<file path="config.mk">
export PLATFORM = sky130hd
export DESIGN_NAME = hazard_stall_ctrl
export DESIGN_NICKNAME = d
export VERILOG_FILES = /design/src/rtl/hazard_stall_ctrl.sv
export SDC_FILE = /design/constraint.sdc
export NUM_CORES = 1
export LEC_CHECK = 0
export CORE_MARGIN = 5
export CORE_UTILIZATION = 31
export CTS_CLUSTER_SIZE = 20
export DETAILED_ROUTE_END_ITERATION = 12
export PLACE_DENSITY = 0.59
export SYNTH_ARGS = -nofsm -noshare
export SYNTH_HDL_FRONTEND = slang
export SYNTH_SLANG_ARGS = --single-unit
</file>
<file path="constraint.sdc">
create_clock -name clk -period 3.6 [get_ports clk]
set_input_delay 0.54 -clock clk [delete_from_list [all_inputs] [get_ports clk]]
set_output_delay 0.54 -clock clk [all_outputs]
set_load 0.02 [all_outputs]
</file>
<file path="src/rtl/hazard_stall_ctrl.sv">
// rtl/hazard_stall_ctrl.sv - 5-stage pipeline stall/flush sequencer with memory wait, timeout and counters
module hazard_stall_ctrl #(
    parameter int MEM_TIMEOUT = 16,
    parameter int CNT_W       = 16
) (
    input  logic             clk,
    input  logic             rst_n,
    input  logic [4:0]       ifid_rs,
    input  logic [4:0]       ifid_rt,
    input  logic             ifid_uses_rt,
    input  logic             idex_memRead,
    input  logic [4:0]       idex_rt,
    input  logic [1:0]       PCsrc,
    input  logic             exmem_memRead,
    input  logic             exmem_memWrite,
    input  logic             mem_ready,
    input  logic             cnt_clr,
    output logic             pc_write,
    output logic             ifid_write,
    output logic             idex_write,
    output logic             exmem_write,
    output logic             ifid_flush,
    output logic             idex_flush,
    output logic             mem_req,
    output logic             mem_err,
    output logic [CNT_W-1:0] stall_cycles,
    output logic [CNT_W-1:0] flush_count
);

    typedef enum logic [1:0] {
        RUN      = 2'd0,
        MEM_WAIT = 2'd1,
        ERROR    = 2'd2
    } state_t;

    localparam int                WAIT_W   = $clog2(MEM_TIMEOUT + 1);
    localparam logic [WAIT_W-1:0] WAIT_MAX = WAIT_W'(MEM_TIMEOUT);

    state_t            state, state_nxt;
    logic [WAIT_W-1:0] wait_cnt, wait_cnt_nxt;
    logic              mem_err_nxt;

    logic mem_access;
    logic load_use;
    logic released;

    assign mem_access = exmem_memRead | exmem_memWrite;
    assign load_use   = idex_memRead && (idex_rt != 5'd0) &&
                        ((idex_rt == ifid_rs) || (ifid_uses_rt && (idex_rt == ifid_rt)));

    // Pipeline may advance this cycle: RUN without a pending miss, or the wait just completed.
    always_comb begin
        released = 1'b0;
        case (state)
            RUN:      released = !(mem_access && !mem_ready);
            MEM_WAIT: released = mem_ready;
            default:  released = 1'b0;
        endcase
    end

    always_ff @(posedge clk or negedge rst_n) begin
        if (!rst_n) begin
            state    <= RUN;
            wait_cnt <= '0;
            mem_err  <= 1'b0;
        end else begin
            state    <= state_nxt;
            wait_cnt <= wait_cnt_nxt;
            mem_err  <= mem_err_nxt;
        end
    end

    always_comb begin
        state_nxt    = state;
        wait_cnt_nxt = wait_cnt;
        mem_err_nxt  = mem_err;
        case (state)
            RUN: begin
                if (mem_access && !mem_ready) begin
                    state_nxt    = MEM_WAIT;
                    wait_cnt_nxt = WAIT_W'(1);
                end
            end
            MEM_WAIT: begin
                if (mem_ready) begin
                    state_nxt    = RUN;
                    wait_cnt_nxt = '0;
                end else if (wait_cnt == WAIT_MAX) begin
                    state_nxt   = ERROR;
                    mem_err_nxt = 1'b1;
                end else begin
                    wait_cnt_nxt = wait_cnt + WAIT_W'(1);
                end
            end
            default: state_nxt = ERROR;
        endcase
    end

    // Everything is forced inactive while reset is held so an aborted access issues nothing.
    always_comb begin
        pc_write    = 1'b0;
        ifid_write  = 1'b0;
        idex_write  = 1'b0;
        exmem_write = 1'b0;
        ifid_flush  = 1'b0;
        idex_flush  = 1'b0;
        mem_req     = 1'b0;
        if (rst_n) begin
            case (state)
                RUN:      mem_req = mem_access;
                MEM_WAIT: mem_req = 1'b1;
                default:  mem_req = 1'b0;
            endcase
            if (released) begin
                idex_write  = 1'b1;
                exmem_write = 1'b1;
                if (load_use) begin
                    idex_flush = 1'b1;
                end else begin
                    pc_write   = 1'b1;
                    ifid_write = 1'b1;
                    ifid_flush = (PCsrc != 2'd0);
                end
            end
        end
    end

    always_ff @(posedge clk or negedge rst_n) begin
        if (!rst_n) begin
            stall_cycles <= '0;
            flush_count  <= '0;
        end else if (cnt_clr) begin
            stall_cycles <= '0;
            flush_count  <= '0;
        end else begin
            if (!pc_write && (stall_cycles != {CNT_W{1'b1}}))
                stall_cycles <= stall_cycles + CNT_W'(1);
            if (ifid_flush && (flush_count != {CNT_W{1'b1}}))
                flush_count <= flush_count + CNT_W'(1);
        end
    end

endmodule

</file>
==> run_1/wire_density.png <==
The bar under the picture is 20 µm long. 19 x 19 tiles, from dark purple (low) to yellow (high), scaled to the fullest tile. Values are wire area over tile area, all layers added.
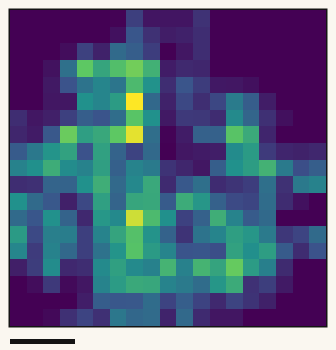
tiles over half the peak = 17%
emptiest ninth of the die = upper right
fullest tile = 0.41
wirelength, routed: 6042 µm
Routed wire per std cell: 14.22 µm
GRT Total Usage: 13.08%

==> run_1/cell_classes.png <==
The bar under the picture is 20 µm long.
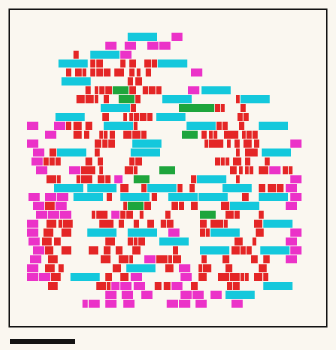
red -> all other logic  # cells 211, share of their area 41%
green -> clock drivers and dummy loads  # cells 8, share of their area 4.1%
magenta -> other buffers and delay cells  # cells 67, share of their area 22%
cyan -> flops  # cells 40, share of their area 33%
flop share of the area: 31.56%
Layout Utilization: 43.50%
Placeable Area: 7292 µm²
Core Rows: 31

==> run_1/drive_strength.png <==
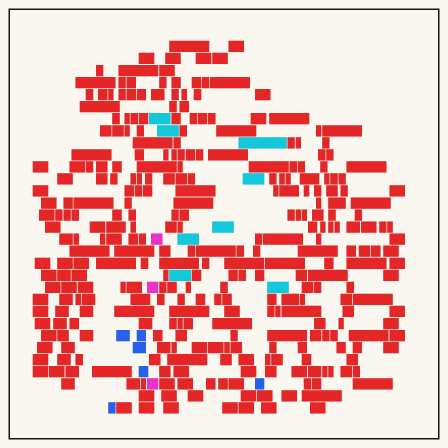
blue -> drive 2  # cells 6, share 1.8%
cyan -> drive 6 and up  # cells 8, share 2.5%
red -> drive 1 or less  # cells 309, share 95%
magenta -> drive 3 to 4  # cells 3, share 0.92%
area grow syn2layout: 36.36%
post-route cell area: 3172 µm²

==> results.cfg, run 1 <==
; yosys + openroad results
[run_status]
status = finished, final reports clean

[clock_tree]
hold_buffers = 0
clk_pin_slew_ns = 0.08
numCtsBuffers = 5
clockBufferDepth = 2
h-tree-depth = 2
postCtsSetupBuffers = 0
clock-sinks = 40
cts-root-buf = clkbuf_8

[grt]
grt_pass1_vias = 2098
grt_overflow = 0
top_usage_layer = met2
met1_usage_pct = 16.70
antenna_found_initial = 0

[final_timing]
worst_slack_ns = 0.3014
period_needed_ns = 3.299
relSlewSlack_pct = 44.32
slew_violations = 0
finalClockPeriodUsage_pct = 91.63
hold_viol_final = 0
setup_violations = 0
tns_ns = 0

[route]
met1_length_um = 2816
highest_layer = met4
ant_nets = 0
drt_first_pass_iters = 4
routed-wl-met2_um = 2851
drc = 0
via_count = 2181
drt-initial-drc-count = 40

[logic_synthesis]
syn_inst = 261
synth.top_cells.by_area = dfrtp_1 43%, a21oi_1 5.4%, xor2_1 4.5%
top_area_share_pct = 43.03
adder_share_pct = 2.152
yosys.area_share.simple_pct = 26.68
syn-cell-area_um2 = 2326
ys_top_logic_family = simple AND/OR/NAND/NOR gates
yosysTopAreaCell = dfrtp_1
syn_nets = 290
synth_flops = 40
ys_chip_area_um2 = 2326
ys_cells = 261
edf_count = 0

[critical_path]
r2r_end = stall_cycles[7]
critPathLaunchType = input pin
rrSetupSlack_ns = 0.99
crit_arrival_ns = 2.76
crit_path_end_kind = output port
critPathKind = in2out
setup.worst_path.start = idex_rt[3]

[floorplan]
die-area_um2 = 9335
dieWidth_um = 96.62
die_height_um = 96.62
tapCellCount = 99
fp_util_pct = 31.90
io_pins = 65

[run]
cap_violations = 0
tool_warnings = 27

[final_layout]
mostFrequentLayoutCell = clkdlybuf4s50_1
drive_gt1_share_pct = 5.215
sh_comb_area_pct = 38.62
final_nets = 354
nonClkBufAreaFrac_pct = 20.75
seq_cells = 40
n_antenna_cell = 0
inv_count = 10

[power]
seq_power_share_pct = 48.6
p_switching_mw = 0.2010
p_sw_share_pct = 21.47
ir_drop_uv = 152.8
power_frac_clock_pct = 43.2
comb_cell_power_mw = 0.0769
power.leakage_nw = 1.201
powerSeq_mw = 0.455
top_power_group = registers
p_per_area_nw_per_um2 = 295.2
internal-power_mw = 0.7354

[hold_path]
hp-class = in2async

[placement]
pre_cts_ws_ns = 0.2949
gp_congestion = 0.7760
dp_hpwl_um = 4410
[run 1: per-stage QoR]
stage / cell area (µm²) / hold slack, ns / std cells
finish: 3172 / 0.3767 / 425
global route: 3172 / 0.4166 / 425
CTS: 3172 / 0.3998 / 425
detailed placement: 3045 / 0.4581 / 417
global placement: 3045 / 0.4518 / 417
floorplan: 2326 / 0.2444 / 261
[run 1: worst max-delay path, cell delays in order]
cell and delay [ns]:
clkdlybuf4s50_1 0.46, xor2_1 0.18, nor4_1 0.27, a32oi_1 0.25, or2_2 0.35, and2_1 0.17, clkdlybuf4s50_1 0.53
[run 1: registers in the layout, indices dropped and copies added, names as in the netlist]
| register | cells |
|---|---|
| flush_count | 16 |
| state | 2 |
| stall_cycles | 16 |
| mem_err | 1 |
| wait_cnt | 5 |
==> run 2: changes to the inputs <==
--- a/config.mk
+++ b/config.mk
@@ -7,9 +7,10 @@
 export LEC_CHECK = 0
 export CORE_MARGIN = 5
 export CORE_UTILIZATION = 31
-export CTS_CLUSTER_SIZE = 20
+export CTS_CLUSTER_SIZE = 28
 export DETAILED_ROUTE_END_ITERATION = 12
-export PLACE_DENSITY = 0.59
+export DONT_BUFFER_PORTS = 1
+export PLACE_DENSITY = 0.48
 export SYNTH_ARGS = -nofsm -noshare
 export SYNTH_HDL_FRONTEND = slang
 export SYNTH_SLANG_ARGS = --single-unit
==> run_2/cell_classes.png <==
The bar under the picture is 20 µm long.
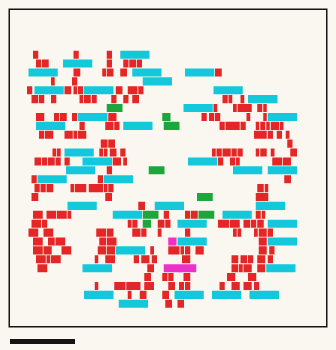
green -> clock drivers and dummy loads  # cells 8, share of their area 4.1%
cyan -> flops  # cells 40, share of their area 42%
magenta -> other buffers and delay cells  # cells 2, share of their area 1.5%
red -> all other logic  # cells 211, share of their area 53%
flop share of the area: 39.72%
Layout Utilization: 34.56%
post-route cell area: 2520 µm²

==> run 2 against run 1 <==
Critical path depth is 3 lower. Worst hold slack got worse by 0.30 ns. Sequential cell count did not move. Combinational power is 57% lower. Register-to-register slack worse by 0.07 ns. Die size stayed put. Area after synthesis unchanged. Wire length down 3.7%. Global-route usage fell by 0.43 points. Critical endpoint is now idex_flush. Sequential power grew 0.9%. Non-clock buffer count is 65 lower. Total power decreased by 13%.
==> results.cfg, run 2 <==
; yosys + openroad results
[power]
power.leakage_nw = 0.9538
seq_power_share_pct = 56.2
p_sw_share_pct = 23.94
p_per_area_nw_per_um2 = 324.4
power_frac_clock_pct = 39.8
p_switching_mw = 0.1957

[clock_tree]
clk_pin_slew_ns = 0.08
cts-root-buf = clkbuf_8
clock-sinks = 40
numCtsBuffers = 5
clockBufferDepth = 2
postCtsSetupBuffers = 0

[grt]
grt_pass1_vias = 1849
grt_overflow = 0
met1_usage_pct = 17.11

[logic_synthesis]
yosys.area_share.simple_pct = 26.68
syn_nets = 290
synth.top_cells.by_area = dfrtp_1 43%, a21oi_1 5.4%, xor2_1 4.5%
edf_count = 0
synth_flops = 40
ys_chip_area_um2 = 2326
top_area_share_pct = 43.03
syn-cell-area_um2 = 2326
adder_share_pct = 2.152
ys_top_logic_family = simple AND/OR/NAND/NOR gates

[critical_path]
rrSetupSlack_ns = 0.92
max_stage_delay_ns = 0.68
crit_arrival_ns = 2.34
r2r_end = stall_cycles[12]
cpLargestDelayFamily = simple AND/OR/NAND/NOR gates
crit_cells = 4
setup.worst_path.start = state[0]

[run_status]
status = finished, final reports clean

[route]
highest_layer = met4
met1_length_um = 2730
drt_first_pass_iters = 4

[placement]
gp_congestion = 0.7176
dp_hpwl_um = 4044

[final_timing]
period_needed_ns = 2.883
slew_violations = 0
tns_ns = 0
setup_violations = 0

[final_layout]
top_regs = flush_count x16, stall_cycles x16, wait_cnt x5
drive_gt1_share_pct = 5.747
final_nets = 289
mostFrequentLayoutCell = dfrtp_1
n_antenna_cell = 0

[floorplan]
fp_util_pct = 31.90
die_height_um = 96.62
fp.coreArea_um2 = 7292
fp-row-count = 31
==> run_2/wire_density.png <==
The bar under the picture is 20 µm long. 19 x 19 tiles, from dark purple (low) to yellow (high), scaled to the fullest tile. Values are wire area over tile area, all layers added.
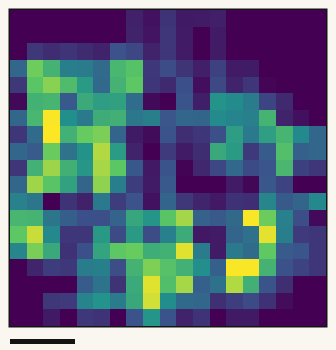
mean over tiles = 0.10
tiles over half the peak = 24%
fullest tile = 0.34
emptiest ninth of the die = upper right
Routed wire per std cell: 16.16 µm
total number of vias: 1934
GRT Total Usage: 12.65%
wirelength, routed: 5817 µm

[run 2: cell counts after synthesis]
No cell type changed its count.
[run 2: metrics by stage]
step,hold WS (ns),setup WS [ns],instance area (µm²)
6_report,0.08094,0.7168,2520
2_1_floorplan,0.2444,1.212,2326
4_1_cts,0.07726,0.6690,2520
5_1_grt,0.07784,0.5745,2520
3_5_place_dp,0.2464,0.8774,2395
3_3_place_gp,0.2465,0.9465,2395
[run 2: repair_timing]
action / CTS / global route
hold buffers: 1 / 0
resized: 0 / 0
endpoints found under the hold margin: 40 / 0
[run 2: area by class of cell]
class                      count  area, µm²
clock inverter                 2      15.01
fill                         785       4772
multi-input combinational    201       1225
sequential                    40       1001
inverter                      10      37.54
tap                           99      123.9
clock buffer                   6      82.58
timing repair buffer           2      35.03
No activity file was given, so power comes from the tool's default toggle rates.
